`src/rtl/spi_master_xfer_if.sv`:
```
// rtl/spi_master_xfer_if.sv - request/response bundle between the SPI encoder and the transaction engine
interface spi_master_xfer_if;
    logic        tx_req;
    logic [7:0]  tx_addr;
    logic [1:0]  tx_count;
    logic        tx_ack;
    logic        busy;
    logic [23:0] rx_data;
    logic        rx_valid;
    logic [1:0]  rx_count;

    modport master (
        output tx_req, tx_addr, tx_count,
        input  tx_ack, busy, rx_data, rx_valid, rx_count
    );

    modport slave (
        input  tx_req, tx_addr, tx_count,
        output tx_ack, busy, rx_data, rx_valid, rx_count
    );
endinterface

```
`src/rtl/spi_master_xfer.sv`:
```
// rtl/spi_master_xfer.sv - mode-0 SPI engine: one address byte out, up to three read bytes back
module spi_master_xfer #(
    parameter int CLKS_PER_HALF_BIT = 2,
    parameter int CS_INACTIVE_CLKS  = 2
) (
    input  logic               clk,
    input  logic               rst_n,
    spi_master_xfer_if.slave   host,
    output logic               spi_sclk,
    output logic               spi_cs_n,
    output logic               spi_mosi,
    input  logic               spi_miso
);

    localparam logic [2:0] S_IDLE     = 3'd0;
    localparam logic [2:0] S_CS_SETUP = 3'd1;
    localparam logic [2:0] S_SHIFT    = 3'd2;
    localparam logic [2:0] S_CS_HOLD  = 3'd3;
    localparam logic [2:0] S_CS_GAP   = 3'd4;

    localparam logic [15:0] HALF_LAST = 16'(CLKS_PER_HALF_BIT - 1);
    localparam logic [15:0] GAP_LAST  = 16'(CS_INACTIVE_CLKS - 1);

    logic [2:0]  state;
    logic [15:0] cnt;
    logic [4:0]  bit_cnt;
    logic [7:0]  tx_sh;
    logic [23:0] rx_sh;
    logic [1:0]  count;
    logic        tx_ack;
    logic        busy;
    logic        rx_valid;
    logic [23:0] rx_data;
    logic [1:0]  rx_count;
    logic        last_bit;

    // Last bit index of the transaction is 8*(1+count)-1
    assign last_bit = (bit_cnt == {count, 3'b111});

    assign host.tx_ack   = tx_ack;
    assign host.busy     = busy;
    assign host.rx_valid = rx_valid;
    assign host.rx_data  = rx_data;
    assign host.rx_count = rx_count;

    always_ff @(posedge clk or negedge rst_n) begin
        if (!rst_n) begin
            state    <= S_IDLE;
            cnt      <= '0;
            bit_cnt  <= '0;
            tx_sh    <= '0;
            rx_sh    <= '0;
            count    <= '0;
            tx_ack   <= 1'b0;
            busy     <= 1'b0;
            rx_valid <= 1'b0;
            rx_data  <= '0;
            rx_count <= '0;
            spi_sclk <= 1'b0;
            spi_cs_n <= 1'b1;
            spi_mosi <= 1'b0;
        end else begin
            tx_ack   <= 1'b0;
            rx_valid <= 1'b0;
            case (state)
                S_IDLE: begin
                    if (host.tx_req) begin
                        tx_sh    <= host.tx_addr;
                        count    <= host.tx_count;
                        tx_ack   <= 1'b1;
                        busy     <= 1'b1;
                        spi_cs_n <= 1'b0;
                        spi_mosi <= host.tx_addr[7];
                        cnt      <= '0;
                        bit_cnt  <= '0;
                        rx_sh    <= '0;
                        state    <= S_CS_SETUP;
                    end
                end
                S_CS_SETUP: begin
                    if (cnt == HALF_LAST) begin
                        cnt   <= '0;
                        state <= S_SHIFT;
                    end else begin
                        cnt <= cnt + 16'd1;
                    end
                end
                S_SHIFT: begin
                    if (cnt != HALF_LAST) begin
                        cnt <= cnt + 16'd1;
                    end else begin
                        cnt <= '0;
                        if (!spi_sclk) begin
                            spi_sclk <= 1'b1;
                            // Address-phase MISO is ignored so rx_sh stays right-justified
                            if (bit_cnt >= 5'd8)
                                rx_sh <= {rx_sh[22:0], spi_miso};
                        end else begin
                            spi_sclk <= 1'b0;
                            if (last_bit) begin
                                spi_mosi <= 1'b0;
                                state    <= S_CS_HOLD;
                            end else begin
                                bit_cnt  <= bit_cnt + 5'd1;
                                spi_mosi <= tx_sh[6];
                                tx_sh    <= {tx_sh[6:0], 1'b0};
                            end
                        end
                    end
                end
                S_CS_HOLD: begin
                    if (cnt == HALF_LAST) begin
                        cnt      <= '0;
                        spi_cs_n <= 1'b1;
                        rx_valid <= 1'b1;
                        rx_data  <= rx_sh;
                        rx_count <= count;
                        state    <= S_CS_GAP;
                    end else begin
                        cnt <= cnt + 16'd1;
                    end
                end
                S_CS_GAP: begin
                    if (cnt == GAP_LAST) begin
                        cnt   <= '0;
                        busy  <= 1'b0;
                        state <= S_IDLE;
                    end else begin
                        cnt <= cnt + 16'd1;
                    end
                end
                default: state <= S_IDLE;
            endcase
        end
    end

endmodule

```
`src/flat_wrapper.sv`:
```
// flat-port wrapper written by rule: the top's interface ports become plain ports
module spi_master_xfer_flat 
#(
    parameter int CLKS_PER_HALF_BIT = 2,
    parameter int CS_INACTIVE_CLKS  = 2
)
  (clk, rst_n, spi_sclk, spi_cs_n, spi_mosi, spi_miso, host_tx_req, host_tx_addr, host_tx_count, host_tx_ack, host_busy, host_rx_data, host_rx_valid, host_rx_count);
  spi_master_xfer_if host_i ();
  input  logic clk;
  input  logic rst_n;
  output logic spi_sclk;
  output logic spi_cs_n;
  output logic spi_mosi;
  input  logic spi_miso;
  input wire logic [$bits(host_i.tx_req)-1:0] host_tx_req;
  input wire logic [$bits(host_i.tx_addr)-1:0] host_tx_addr;
  input wire logic [$bits(host_i.tx_count)-1:0] host_tx_count;
  output wire logic [$bits(host_i.tx_ack)-1:0] host_tx_ack;
  output wire logic [$bits(host_i.busy)-1:0] host_busy;
  output wire logic [$bits(host_i.rx_data)-1:0] host_rx_data;
  output wire logic [$bits(host_i.rx_valid)-1:0] host_rx_valid;
  output wire logic [$bits(host_i.rx_count)-1:0] host_rx_count;
  assign host_i.tx_req = host_tx_req;
  assign host_i.tx_addr = host_tx_addr;
  assign host_i.tx_count = host_tx_count;
  assign host_tx_ack = host_i.tx_ack;
  assign host_busy = host_i.busy;
  assign host_rx_data = host_i.rx_data;
  assign host_rx_valid = host_i.rx_valid;
  assign host_rx_count = host_i.rx_count;
  spi_master_xfer #(.CLKS_PER_HALF_BIT(CLKS_PER_HALF_BIT), .CS_INACTIVE_CLKS(CS_INACTIVE_CLKS)) u_core (.clk(clk), .rst_n(rst_n), .host(host_i), .spi_sclk(spi_sclk), .spi_cs_n(spi_cs_n), .spi_mosi(spi_mosi), .spi_miso(spi_miso));
endmodule
```
`config.mk`:
```
export PLATFORM = sky130hd
export DESIGN_NAME = spi_master_xfer_flat
export DESIGN_NICKNAME = d
export VERILOG_FILES = /design/src/rtl/spi_master_xfer_if.sv /design/src/rtl/spi_master_xfer.sv /design/src/flat_wrapper.sv
export SDC_FILE = /design/constraint.sdc
export NUM_CORES = 1
export LEC_CHECK = 0
export ABC_AREA = 1
export CORE_AREA = 2 2 100 102
export DETAILED_ROUTE_END_ITERATION = 8
export DIE_AREA = 0 0 102 104
export PLACE_DENSITY = 0.77
export SLEW_MARGIN = 40
export SYNTH_ARGS = -nofsm -noshare
export SYNTH_HDL_FRONTEND = slang
export SYNTH_SLANG_ARGS = --single-unit
```
`constraint.sdc`:
```
create_clock -name clk -period 1.9 [get_ports clk]
set_input_delay 0.19 -clock clk [delete_from_list [all_inputs] [get_ports clk]]
set_output_delay 0.19 -clock clk [all_outputs]
set_load 0.03 [all_outputs]
```
**Run 1: where the registers sit**

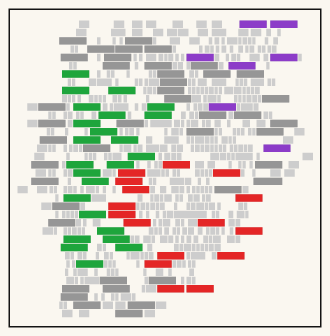
purple -> `u_core.tx_sh`  # flops 7, where upper right
red -> `u_core.cnt`  # flops 16
green -> `u_core.rx_sh`  # flops 24
not coloured = 42
Seq area share: 44.56%
fin util: 52.37%
sequential power: 2.34 mW

**Run 1: routing congestion**

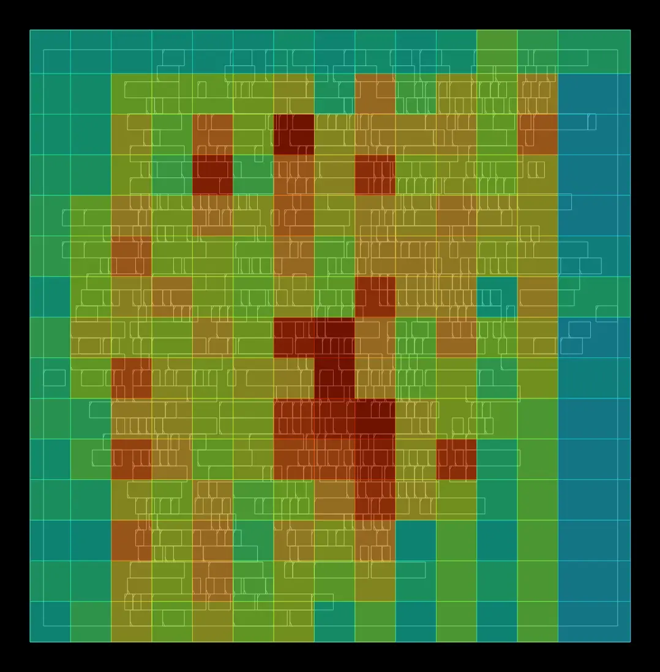
met3 Usage GRT: 3.763%
GR peak layer: met2
Tot GR Track Use: 17.88%

**Run 1: wiring by layer**

Two of the layers only.
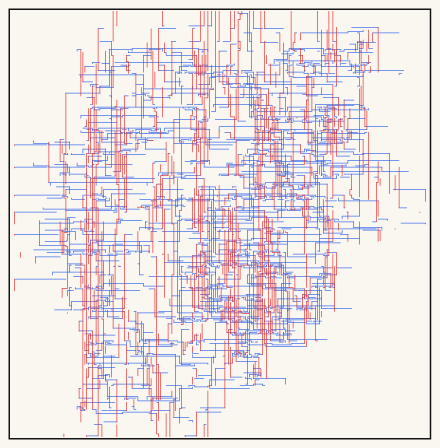
blue -> M1  # wire length 4,150 µm
red -> M2  # wire length 4,160 µm
Avg WL per Cell: 12.38 µm
Via Count: 3,483
drt total wl: 8.801 mm

**Run 1: supply network**

The bar under the picture is 20 µm long. Pins as bars on the die edge. Tap cells in grey.
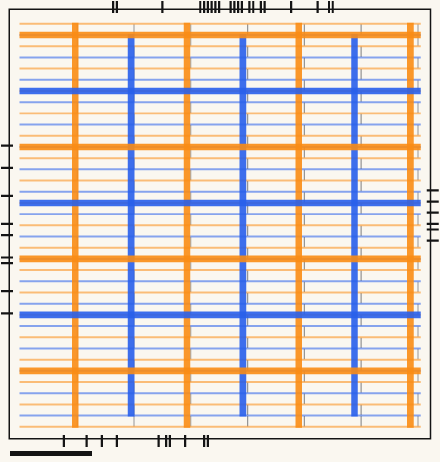
orange -> VSS
blue -> VDD
met4 straps = 7
met5 straps = 7
chip width: 102 µm
Peak supply drop: 0.5835 mV
Die H: 104 µm
Core ar.: 9549 µm²

==> impl_metrics.env, run 1 <==
# physical design summary
export IMPL_outcome="finished clean"
export IMPL_final_nonclk_buf_share_pct=11.43
export IMPL_grt_max_degree=49
export IMPL_async_flop_share_pct=100.0
export IMPL_reg2reg_slack_ns=0.18
export IMPL_timing_final_crit_period_ns=1.750
export IMPL_first_global_vias=3387
export IMPL_antenna_cells=0
export IMPL_cap_violations=0
export IMPL_flop_area_um2=2228
export IMPL_nNetsFinal=592
export IMPL_placed_area_um2=4787
export IMPL_whs_ns=0.3366
export IMPL_dieArea_um2=10610
export IMPL_dominant_cell_class="sequential cells"
export IMPL_finalPower_mw=6.166
export IMPL_final_setup_tns_ns=0
export IMPL_critPathBufInv=1
export IMPL_grt_ovfl_total=0
export IMPL_top_logic_kind="simple AND/OR/NAND/NOR gates"
export IMPL_cts_clk_slew_worst_paths_ns=0.08
export IMPL_syn2layout_area_growth_pct=20.10
export IMPL_crit_type="reg -> out"
export IMPL_final_area_um2=5001
export IMPL_crit_required_ns=1.71
export IMPL_crit_end="spi_cs_n"
export IMPL_pwr_share_comb_pct=41.4
export IMPL_path_cells="clkdlybuf4s50_1"
export IMPL_ys_sh_simple_pct=27.79
export IMPL_syn_nets=540
export IMPL_worstHoldPathType="in -> async"
export IMPL_ys_seq_share_pct=53.52
export IMPL_ys_cells=523
export IMPL_setup_viol=0
export IMPL_cts_htree_levels=3
export IMPL_cts_buffers=9
export IMPL_ys_top_cells_by_count="nand2_1, dfrtp_1, o21ai_1"
export IMPL_taps=133
export IMPL_flop_cell="dfrtp_1"
export IMPL_crit_cells=1
export IMPL_slew_headroom_pct=67.33
export IMPL_cts_sinks=89
export IMPL_clk_share_pct=3.678
-- run 1: power by group through the flow --
| stage | clock, mW | sequential (mW) | combinational [mW] |
|---|---|---|---|
| final | 1.27 | 2.34 | 2.56 |
| after global routing | 1.38 | 2.38 | 2.84 |
| after CTS | 1.30 | 2.34 | 2.51 |
| after detailed placement | 0 | 2.38 | 2.50 |
| after global placement | 0 | 2.36 | 2.43 |
| after floorplan | 0 | 2.52 | 1.65 |
-- run 1: metal layers --
layer / wire [µm] / share of wire (%) / track usage [%] / vias up
met5: 0 / 0 / 0 / -
met4: 146 / 1.7 / 8.000 / 0
met3: 339 / 3.9 / 3.763 / 11
met2: 4163 / 47 / 27.35 / 62
met1: 4152 / 47 / 24.38 / 1648
li1: - / - / - / 1762
==> run 2, diff against run 1 <==
--- a/config.mk
+++ b/config.mk
@@ -7,6 +7,8 @@
 export LEC_CHECK = 0
 export ABC_AREA = 1
 export CORE_AREA = 2 2 100 102
+export CTS_BUF_LIST = sky130_fd_sc_hd__clkbuf_2 sky130_fd_sc_hd__clkbuf_4 sky130_fd_sc_hd__clkbuf_8
+export CTS_CLUSTER_DIAMETER = 40
 export DETAILED_ROUTE_END_ITERATION = 8
 export DIE_AREA = 0 0 102 104
 export PLACE_DENSITY = 0.77
**Run 2: wiring by layer**

Two of the layers only.
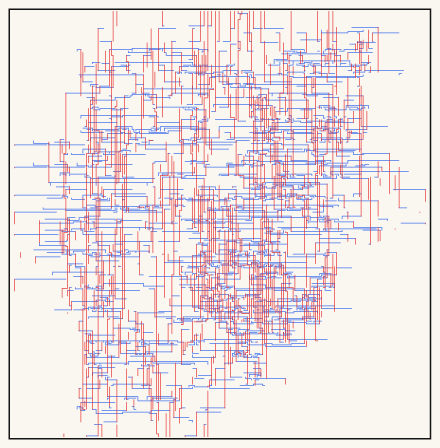
Avg WL per Cell: 12.44 µm
drt total wl: 8.844 mm
Via Count: 3,503

**Run 2: supply network**

The bar under the picture is 20 µm long. Pins as bars on the die edge. Tap cells in grey.
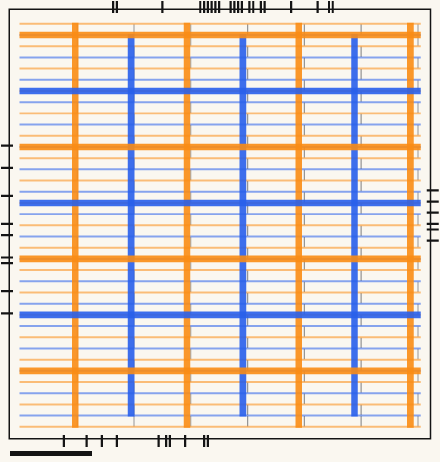
orange -> VSS
blue -> VDD
rows = 36
signal pins = 46
met4 straps = 7
Peak supply drop: 0.5904 mV

==> impl_metrics.env, run 2 <==
# physical design summary
export IMPL_final_nonclk_buf_share_pct=11.42
export IMPL_cts_clk_slew_worst_paths_ns=0.08
export IMPL_cts_buffers=9
export IMPL_pwr_share_comb_pct=41.4
export IMPL_grt_ovfl_total=0
export IMPL_power_top_group="combinational cells"
export IMPL_pg_comb_mw=2.57
export IMPL_outcome="finished clean"
export IMPL_syn2layout_area_growth_pct=20.19
export IMPL_clk_power_mw=1.29
export IMPL_ys_seq_share_pct=53.52
export IMPL_whs_ns=0.3385
export IMPL_worstHoldPathType="in -> async"
export IMPL_ys_top_cells_by_count="nand2_1, dfrtp_1, o21ai_1"
export IMPL_finalPower_mw=6.196
export IMPL_final_util_pct=52.41
export IMPL_flop_area_um2=2228
export IMPL_core_region_area_um2=9549
export IMPL_slew_headroom_pct=66.96
export IMPL_grt_use_met2_pct=27.35
export IMPL_path_cells="clkdlybuf4s50_1"
export IMPL_first_global_vias=3387
export IMPL_dieHeight_um=104
export IMPL_cap_violations=0
export IMPL_antenna_cells=0
export IMPL_pg_seq_mw=2.34
export IMPL_clk_share_pct=3.750
export IMPL_grt_usage_pct=17.88
export IMPL_nNetsFinal=592
export IMPL_reg2reg_slack_ns=0.16
export IMPL_dominant_cell_class="sequential cells"
export IMPL_ys_cells=523
export IMPL_dieWidth_um=102
export IMPL_final_area_um2=5005
export IMPL_flop_cell="dfrtp_1"
export IMPL_taps=133
export IMPL_cts_sinks=89
export IMPL_critPathBufInv=1
export IMPL_placed_area_um2=4787
export IMPL_syn_nets=540
export IMPL_cts_htree_levels=3
[run 2: cell counts after synthesis]
No cell type changed its count.
[run 2: timing repair]
action | 4_1_cts | 5_1_grt
hold buffers | 1 | 0
hold endpoints to repair | 34 | 0
endpoints found under the setup margin | 0 | 5
gates resized | 0 | 5
[run 2: how the worst max path moves through the flow]
stage / startpoint / to / cells after the start
final: u_core.spi_cs_n / spi_cs_n / 1
after CTS: u_core.spi_cs_n / spi_cs_n / 1
after global routing: u_core.cnt[1] / u_core.tx_sh[1] / 11
after global placement: u_core.state[1] / u_core.cnt[7] / 9
after detailed placement: u_core.state[1] / u_core.cnt[3] / 10
after floorplan: u_core.cnt[1] / u_core.rx_sh[17] / 11
[run 2: layer usage]
metal  vias up  wire [µm]
li1       1763          -
met1      1657       4228
met2        70       4137
met3        13        314
met4         0        163
met5         -          0
Power and IR drop assume default switching activity.
